[config.mk]
export PLATFORM = sky130hd
export DESIGN_NAME = engine_sequencer
export DESIGN_NICKNAME = d
export VERILOG_FILES = /design/src/rtl/engine_sequencer_pkg.sv /design/src/rtl/engine_sequencer_gain_sat_mul.sv /design/src/rtl/engine_sequencer.sv
export SDC_FILE = /design/constraint.sdc
export NUM_CORES = 2
export LEC_CHECK = 0
export CORE_MARGIN = 3
export CORE_UTILIZATION = 25
export CTS_BUF_LIST = sky130_fd_sc_hd__clkbuf_8
export CTS_CLUSTER_DIAMETER = 50
export DETAILED_ROUTE_END_ITERATION = 8
export SETUP_SLACK_MARGIN = 0.1
export SYNTH_ARGS = -nofsm -noshare
export SYNTH_HDL_FRONTEND = slang
export SYNTH_SLANG_ARGS = --single-unit
[constraint.sdc]
create_clock -name clk -period 11.7 [get_ports clk]
set_clock_uncertainty 0.05 [all_clocks]
set_input_delay 2.925 -clock clk [delete_from_list [all_inputs] [get_ports clk]]
set_output_delay 2.925 -clock clk [all_outputs]
set_load 0.005 [all_outputs]
[src/rtl/engine_sequencer_pkg.sv]
// Shared types and helpers for the engine sequencer.
// State encoding, unity gain and the saturating clamp.
package engine_sequencer_pkg;

  typedef enum logic [2:0] {
    S_IDLE,
    S_GAIN,
    S_TICK,
    S_SETTLE,
    S_WAIT,
    S_MIX,
    S_OUTPUT
  } state_t;

  localparam int GAIN_SHIFT = 5;
  localparam int UNITY_GAIN = 1 << GAIN_SHIFT;

  function automatic int unity_gain(input int shift);
    return 1 << shift;
  endfunction

  // Clamp a sign-extended value into a w-bit signed range.
  function automatic logic signed [63:0] sat_wide(
    input logic signed [63:0] v,
    input int unsigned w
  );
    logic signed [63:0] hi;
    logic signed [63:0] lo;
    hi = (64'sd1 <<< (w - 1)) - 64'sd1;
    lo = -(64'sd1 <<< (w - 1));
    if (v > hi) return hi;
    if (v < lo) return lo;
    return v;
  endfunction

endpackage

[src/rtl/engine_sequencer_gain_sat_mul.sv]
// Signed fixed-point gain: multiply, arithmetic shift, saturate.
// Operand a may be wider than the result (mix sums).
module gain_sat_mul
  import engine_sequencer_pkg::*;
#(
  parameter int a_width    = 16,
  parameter int data_width = 16,
  parameter int gain_shift = 5
) (
  input  logic signed [a_width-1:0]    a,
  input  logic signed [data_width-1:0] gain,
  output logic signed [data_width-1:0] y
);

  localparam int pw = a_width + data_width;

  logic signed [pw-1:0] prod;
  logic signed [pw-1:0] shifted;

  assign prod    = pw'(a) * pw'(gain);
  assign shifted = prod >>> gain_shift;
  assign y       = data_width'(sat_wide(64'(shifted), data_width));

endmodule

[src/rtl/engine_sequencer.sv]
// Frame sequencer: gains each lane, ticks the pipelines,
// waits for them, mixes results and emits the frame.
module engine_sequencer
  import engine_sequencer_pkg::*;
#(
  parameter int data_width     = 16,
  parameter int n_lanes        = 2,
  parameter int n_pipelines    = 2,
  parameter int gain_shift     = GAIN_SHIFT,
  parameter int timeout_cycles = 4096
) (
  input  logic                              clk,
  input  logic                              reset,
  input  logic [n_lanes*data_width-1:0]     in_frame,
  input  logic                              sample_ready,
  output logic                              ready,
  output logic [n_lanes*data_width-1:0]     out_frame,
  output logic                              out_valid,
  output logic [data_width-1:0]             pipe_sample,
  output logic [((n_lanes > 1) ? $clog2(n_lanes) : 1)-1:0] pipe_lane,
  output logic                              pipe_tick,
  input  logic [n_pipelines-1:0]            pipe_ready,
  input  logic [n_pipelines*data_width-1:0] pipe_out,
  input  logic [n_pipelines-1:0]            pipe_enable,
  input  logic [data_width-1:0]             ctrl_data,
  input  logic                              set_input_gain,
  input  logic                              set_output_gain,
  output logic                              timeout_err,
  output logic [15:0]                       overrun_count,
  output logic [15:0]                       timeout_count,
  output logic [31:0]                       frame_count
);

  localparam int lane_w = (n_lanes > 1) ? $clog2(n_lanes) : 1;
  localparam int sum_w  = data_width + $clog2(n_pipelines) + 1;
  localparam logic [data_width-1:0] unity =
    data_width'(unity_gain(gain_shift));

  state_t                         state;
  logic [lane_w-1:0]              lane;
  logic [n_lanes*data_width-1:0]  frame_q;
  logic signed [data_width-1:0]   in_gain;
  logic signed [data_width-1:0]   out_gain;
  logic signed [data_width-1:0]   lane_sample;
  logic signed [data_width-1:0]   gained;
  logic signed [data_width-1:0]   mixed;
  logic signed [sum_w-1:0]        sum;
  logic [31:0]                    wait_cnt;
  logic                           timed_out;
  logic                           all_ready;
  logic                           last_lane;

  assign lane_sample = frame_q[int'(lane)*data_width +: data_width];
  assign all_ready   = &(pipe_ready | ~pipe_enable);
  assign last_lane   = (int'(lane) == n_lanes - 1);

  // Disabled pipelines contribute nothing to the mix.
  always_comb begin
    sum = '0;
    for (int p = 0; p < n_pipelines; p++) begin
      if (pipe_enable[p])
        sum = sum + sum_w'(signed'(pipe_out[p*data_width +: data_width]));
    end
  end

  gain_sat_mul #(
    .a_width   (data_width),
    .data_width(data_width),
    .gain_shift(gain_shift)
  ) u_in_gain (
    .a   (lane_sample),
    .gain(in_gain),
    .y   (gained)
  );

  gain_sat_mul #(
    .a_width   (sum_w),
    .data_width(data_width),
    .gain_shift(gain_shift)
  ) u_out_gain (
    .a   (sum),
    .gain(out_gain),
    .y   (mixed)
  );

  always_ff @(posedge clk or negedge reset) begin
    if (!reset) begin
      state         <= S_IDLE;
      ready         <= 1'b1;
      out_valid     <= 1'b0;
      pipe_tick     <= 1'b0;
      out_frame     <= '0;
      pipe_sample   <= '0;
      pipe_lane     <= '0;
      lane          <= '0;
      frame_q       <= '0;
      in_gain       <= unity;
      out_gain      <= unity;
      wait_cnt      <= '0;
      timed_out     <= 1'b0;
      timeout_err   <= 1'b0;
      overrun_count <= '0;
      timeout_count <= '0;
      frame_count   <= '0;
    end else begin
      out_valid <= 1'b0;
      pipe_tick <= 1'b0;
      if (set_input_gain)  in_gain  <= ctrl_data;
      if (set_output_gain) out_gain <= ctrl_data;
      if (sample_ready && state != S_IDLE &&
          overrun_count != 16'hFFFF)
        overrun_count <= overrun_count + 16'd1;
      unique case (state)
        S_IDLE: begin
          if (sample_ready) begin
            frame_q <= in_frame;
            lane    <= '0;
            ready   <= 1'b0;
            state   <= S_GAIN;
          end
        end
        S_GAIN: begin
          pipe_sample <= gained;
          pipe_lane   <= lane;
          pipe_tick   <= 1'b1;
          state       <= S_TICK;
        end
        S_TICK: state <= S_SETTLE;
        S_SETTLE: begin
          wait_cnt  <= '0;
          timed_out <= 1'b0;
          state     <= S_WAIT;
        end
        S_WAIT: begin
          if (all_ready) begin
            state <= S_MIX;
          end else if (wait_cnt == 32'(timeout_cycles - 1)) begin
            timed_out   <= 1'b1;
            timeout_err <= 1'b1;
            if (timeout_count != 16'hFFFF)
              timeout_count <= timeout_count + 16'd1;
            state <= S_MIX;
          end else begin
            wait_cnt <= wait_cnt + 32'd1;
          end
        end
        S_MIX: begin
          out_frame[int'(lane)*data_width +: data_width] <=
            timed_out ? '0 : mixed;
          if (last_lane) begin
            state <= S_OUTPUT;
          end else begin
            lane  <= lane + 1'b1;
            state <= S_GAIN;
          end
        end
        S_OUTPUT: begin
          out_valid   <= 1'b1;
          frame_count <= frame_count + 32'd1;
          ready       <= 1'b1;
          state       <= S_IDLE;
        end
        default: state <= S_IDLE;
      endcase
    end
  end

endmodule

Figure 1. Placement by cell class.
(1.5 px per um) Fill, decap, tap and diode cells in gray.
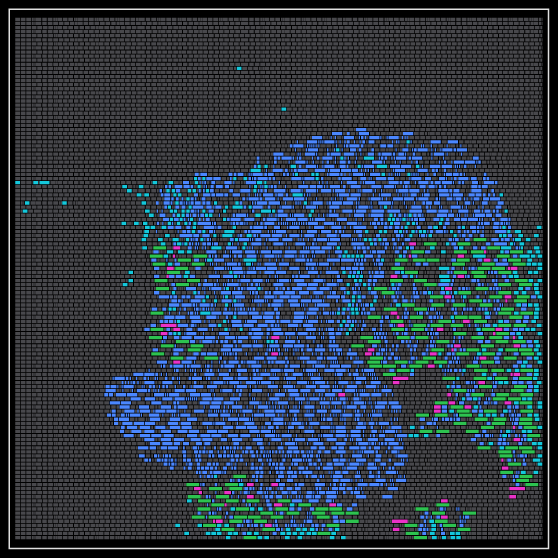
legend:
  combinational and other logic:
    color: blue
    cells: 2,947
    share_of_their_area: 71%
  remaining buffers and delay cells:
    color: cyan
    cells: 416
    share_of_their_area: 11%
  clock drivers and dummy loads:
    color: magenta
    cells: 73
    share_of_their_area: 2.6%
  sequential cells:
    color: green
    cells: 218
    share_of_their_area: 15%

Figure 2. Wiring by layer.
(1.5 px per um)
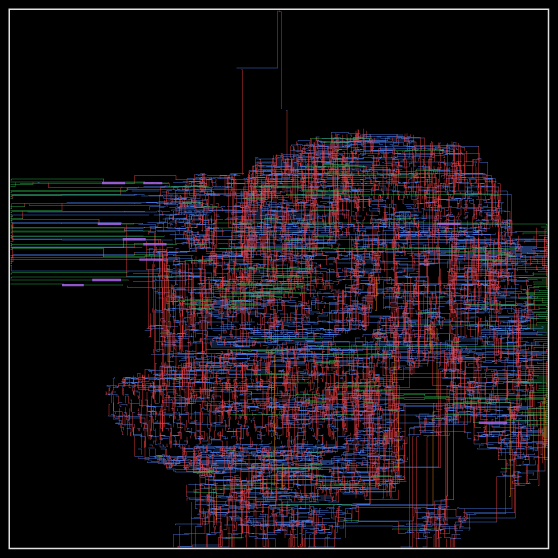
legend:
  metal 1:
    color: blue
    wire_length: 41.0 mm
  metal 5:
    color: purple
    wire_length: 142 um
  metal 2:
    color: red
    wire_length: 35.9 mm
  metal 3:
    color: green
    wire_length: 7,860 um
  metal 4:
    color: orange
    wire_length: 933 um

Figure 3. Congestion heat map.
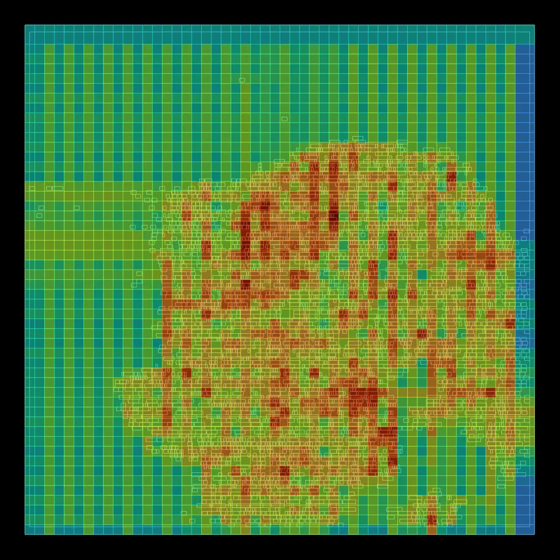
wire per inst: 16.2 um
final core utilization: 31.0%

Figure 4. Routed clock nets over the placement.
(1 px per um)
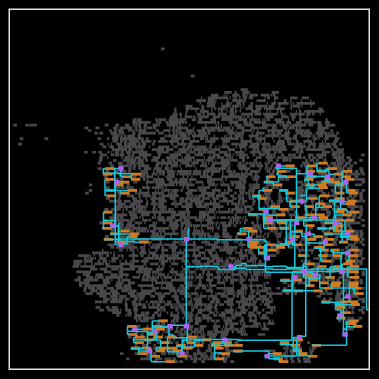
legend:
  flip-flops:
    color: orange
    count: 218
  clock wires:
    color: cyan
    length: 3,830 um
  clock drivers:
    color: purple
    count: 40
routed clock nets: 41

-- layout by cell type, fill, tap and decap left out, drive strengths merged, types with 22 or more instances in the layout --
cell           instances
nand3                 64
inv                  664
fa                   544
ha                   181
nor3                  24
nor2b                 44
o21ai                 47
clkdlybuf4s50        196
xor2                  58
a21oi                 67
buf                  212
xnor2                118
nor2                 129
nand2                395
nand2b                23
and2                 227
clkbuf                53
and3                  31
mux2                  89
o211ai                22
nand4                 22
a21o                  25
dfrtp                215
-- sequential cells by signal, indices dropped and copies added, names as in the netlist, 3 cells and up --
signal         cells
wait_cnt          32
state              3
overrun_count     16
timeout_count     16
in_gain           16
out_gain          16
frame_count       32
out_frame         32
pipe_sample       16
frame_q           32
-- timing repair --
item	CTS	global route
endpoints found under the setup margin	30	30
setup buffers	3	24
resized	10	95
gates cloned	0	3
pin swaps	5	73
-- logic make-up (layout without fill, tap and decap cells) --
kind of cell	Yosys count	in the layout	share of synthesized area [%]
AOI/OAI and AO/OA	281	281	6.12
xor gates and xnor gates	176	176	4.96
and+or+nand+nor	1020	1020	16.2
other	0	13	0
adders and majority gates	725	725	42.3
DFF	218	218	17.6
buffers and inverters	775	1141	9.41
muxes	93	93	3.36
-- stage by stage --
step                worst slack, ns  hold WS [ns]  cells  setup TNS, ns
floorplan                     0.112         0.404   3288              0
global placement             -0.629         0.406   5176         -17.94
detailed placement           -0.819         0.410   5176         -23.59
CTS                           0.100         0.424   5252              0
global route               -0.00139         0.454   5282       -0.00139
finish                        0.281         0.420   5292              0
-- how the worst max path moves through the flow --
stage               slack [ns]                         to
floorplan                 0.11  out_frame[13]$_DFFE_PN0P_
global placement         -0.63  out_frame[11]$_DFFE_PN0P_
detailed placement       -0.82   out_frame[3]$_DFFE_PN0P_
CTS                       0.10   out_frame[3]$_DFFE_PN0P_
global route            -0.001   out_frame[2]$_DFFE_PN0P_
finish                    0.28   out_frame[5]$_DFFE_PN0P_
-- area by class of cell --
type | count | area, sq um
clock inverters | 23 | 229
repair buffers | 416 | 3900
fillers | 12700 | 84500
clock buffers | 50 | 688
flip-flops and latches | 218 | 5460
diodes | 13 | 32.5
multi-input cells | 2295 | 23200
well taps | 1625 | 2030
inverters | 652 | 2450
-- routing by layer --
metal  share of wire [%]  track usage (%)  wire length [um]
met1                  48             19.6             41000
met2                  42             19.6             35900
met3                 9.2             4.13              7860
met4                 1.1             1.97               933
met5                0.16                0               141
==> flow_metrics.env <==
# implementation run metrics
export IMPL_status="finished clean"
export IMPL_rows=128
export IMPL_grt_pass1_wl_mm=136
export IMPL_drc=0
export IMPL_ys_ff=218
export IMPL_hpwl_mm=71.4
export IMPL_dpl_cell_area_sq_um=36400
export IMPL_vias=23400
export IMPL_finalInstanceArea_sq_um=38000
export IMPL_hold_start="timeout_err$_DFFE_PN0P_"
export IMPL_synth_nets=4102
export IMPL_critPathRequiredTime_ns=12.13
export IMPL_io_buffers=205
export IMPL_grt_pass1_vias=24100
export IMPL_critPathKind="input port to register"
export IMPL_area_leaders="fa_1, dfrtp_1, inv_1, ha_1, nand2_1"
export IMPL_hold_viol=0
export IMPL_numCtsBuffers=40
export IMPL_yosys_cells=3288
export IMPL_grt_remaining_overflow=0
export IMPL_setup_viol=0
export IMPL_regToRegSetupSlack_ns=2.43
export IMPL_floorplan_core_util_pct=25.4
export IMPL_route_final_wire_length_mm=85.8
export IMPL_edf_count=0
export IMPL_crit_slowest_cell="fa_1"
export IMPL_r2r_cells=22
export IMPL_grt_util_all_layers_pct=13.4
export IMPL_arrival_ns=11.84
export IMPL_antenna_found_initial=26
export IMPL_dieWidth_um=359
export IMPL_min_to="timeout_err$_DFFE_PN0P_"
export IMPL_synthTopCellsByCount="inv_1, fa_1, nand2_1"
export IMPL_ys_types=72
export IMPL_startpoint="pipe_enable[0]"
export IMPL_cts_root_buf="clkbuf_8"
export IMPL_r2r_end="pipe_sample[14]$_DFFE_PN0P_"
export IMPL_nets=4437
export IMPL_async_reset_ff_share_pct=100
export IMPL_fp_dieH_um=359
export IMPL_netlist_area_sq_um=31100
export IMPL_clkLatencyLatePin_ns=0.61
export IMPL_avgSynthCellArea_sq_um=9.45
export IMPL_crit_cells=39
export IMPL_dieArea_sq_um=129000
export IMPL_dr_pass1_iters=5
export IMPL_r2r_start="lane$_DFFE_PN0P_"
export IMPL_flow_area_growth_from_synthesis_pct=22.3
export IMPL_max_freq_mhz=87.6
export IMPL_clockBufferDepth=3
export IMPL_path_common_cell="fa_1"
export IMPL_yosysChipArea_sq_um=31100
export IMPL_cts_hold_buf=0
export IMPL_relSlewSlack_pct=26.1
export IMPL_grt_max_degree=82
export IMPL_drtAntennaViolNets=0
export IMPL_most_common_cell="inv_1"
export IMPL_drive_gt1_share_pct=13.5
export IMPL_cp_top_family="adder cells"
export IMPL_synth_main_ff_cell="dfrtp_1"
export IMPL_slew_violations=0
export IMPL_cp_end_kind="register"
export IMPL_tool_warnings=27
export IMPL_rsz0062_at_grt="yes"
export IMPL_vias_per_cell=4.43
export IMPL_synth_seq_share_pct=17.6
export IMPL_ios=206
export IMPL_hold_class="register to register"
export IMPL_cts_tree="done"
export IMPL_cts_htree_levels=2
export IMPL_worstSetupStartpointType="input port"
export IMPL_synth_warnings=0
export IMPL_finalClockPeriodUsage_pct=97.6
export IMPL_period_minus_slack_ns=11.42
export IMPL_path_max_fanout=7
export IMPL_synthCells=3288
export IMPL_cp_slowest_stage_delay_ns=0.60
export IMPL_routabilityCongestion=0.853
export IMPL_hold_depth=1
export IMPL_worst_path_buf_inv=9
export IMPL_worstMarginPinSlew_ns=1.11
export IMPL_largest_area_cell="fa_1"
export IMPL_path_clk_slew_ns=0.06
export IMPL_core_area_sq_um=123000
export IMPL_clock_sinks=218
export IMPL_top_area_share_pct=35.1
export IMPL_drtIter0Drc=1255
export IMPL_maxCapViolations=0
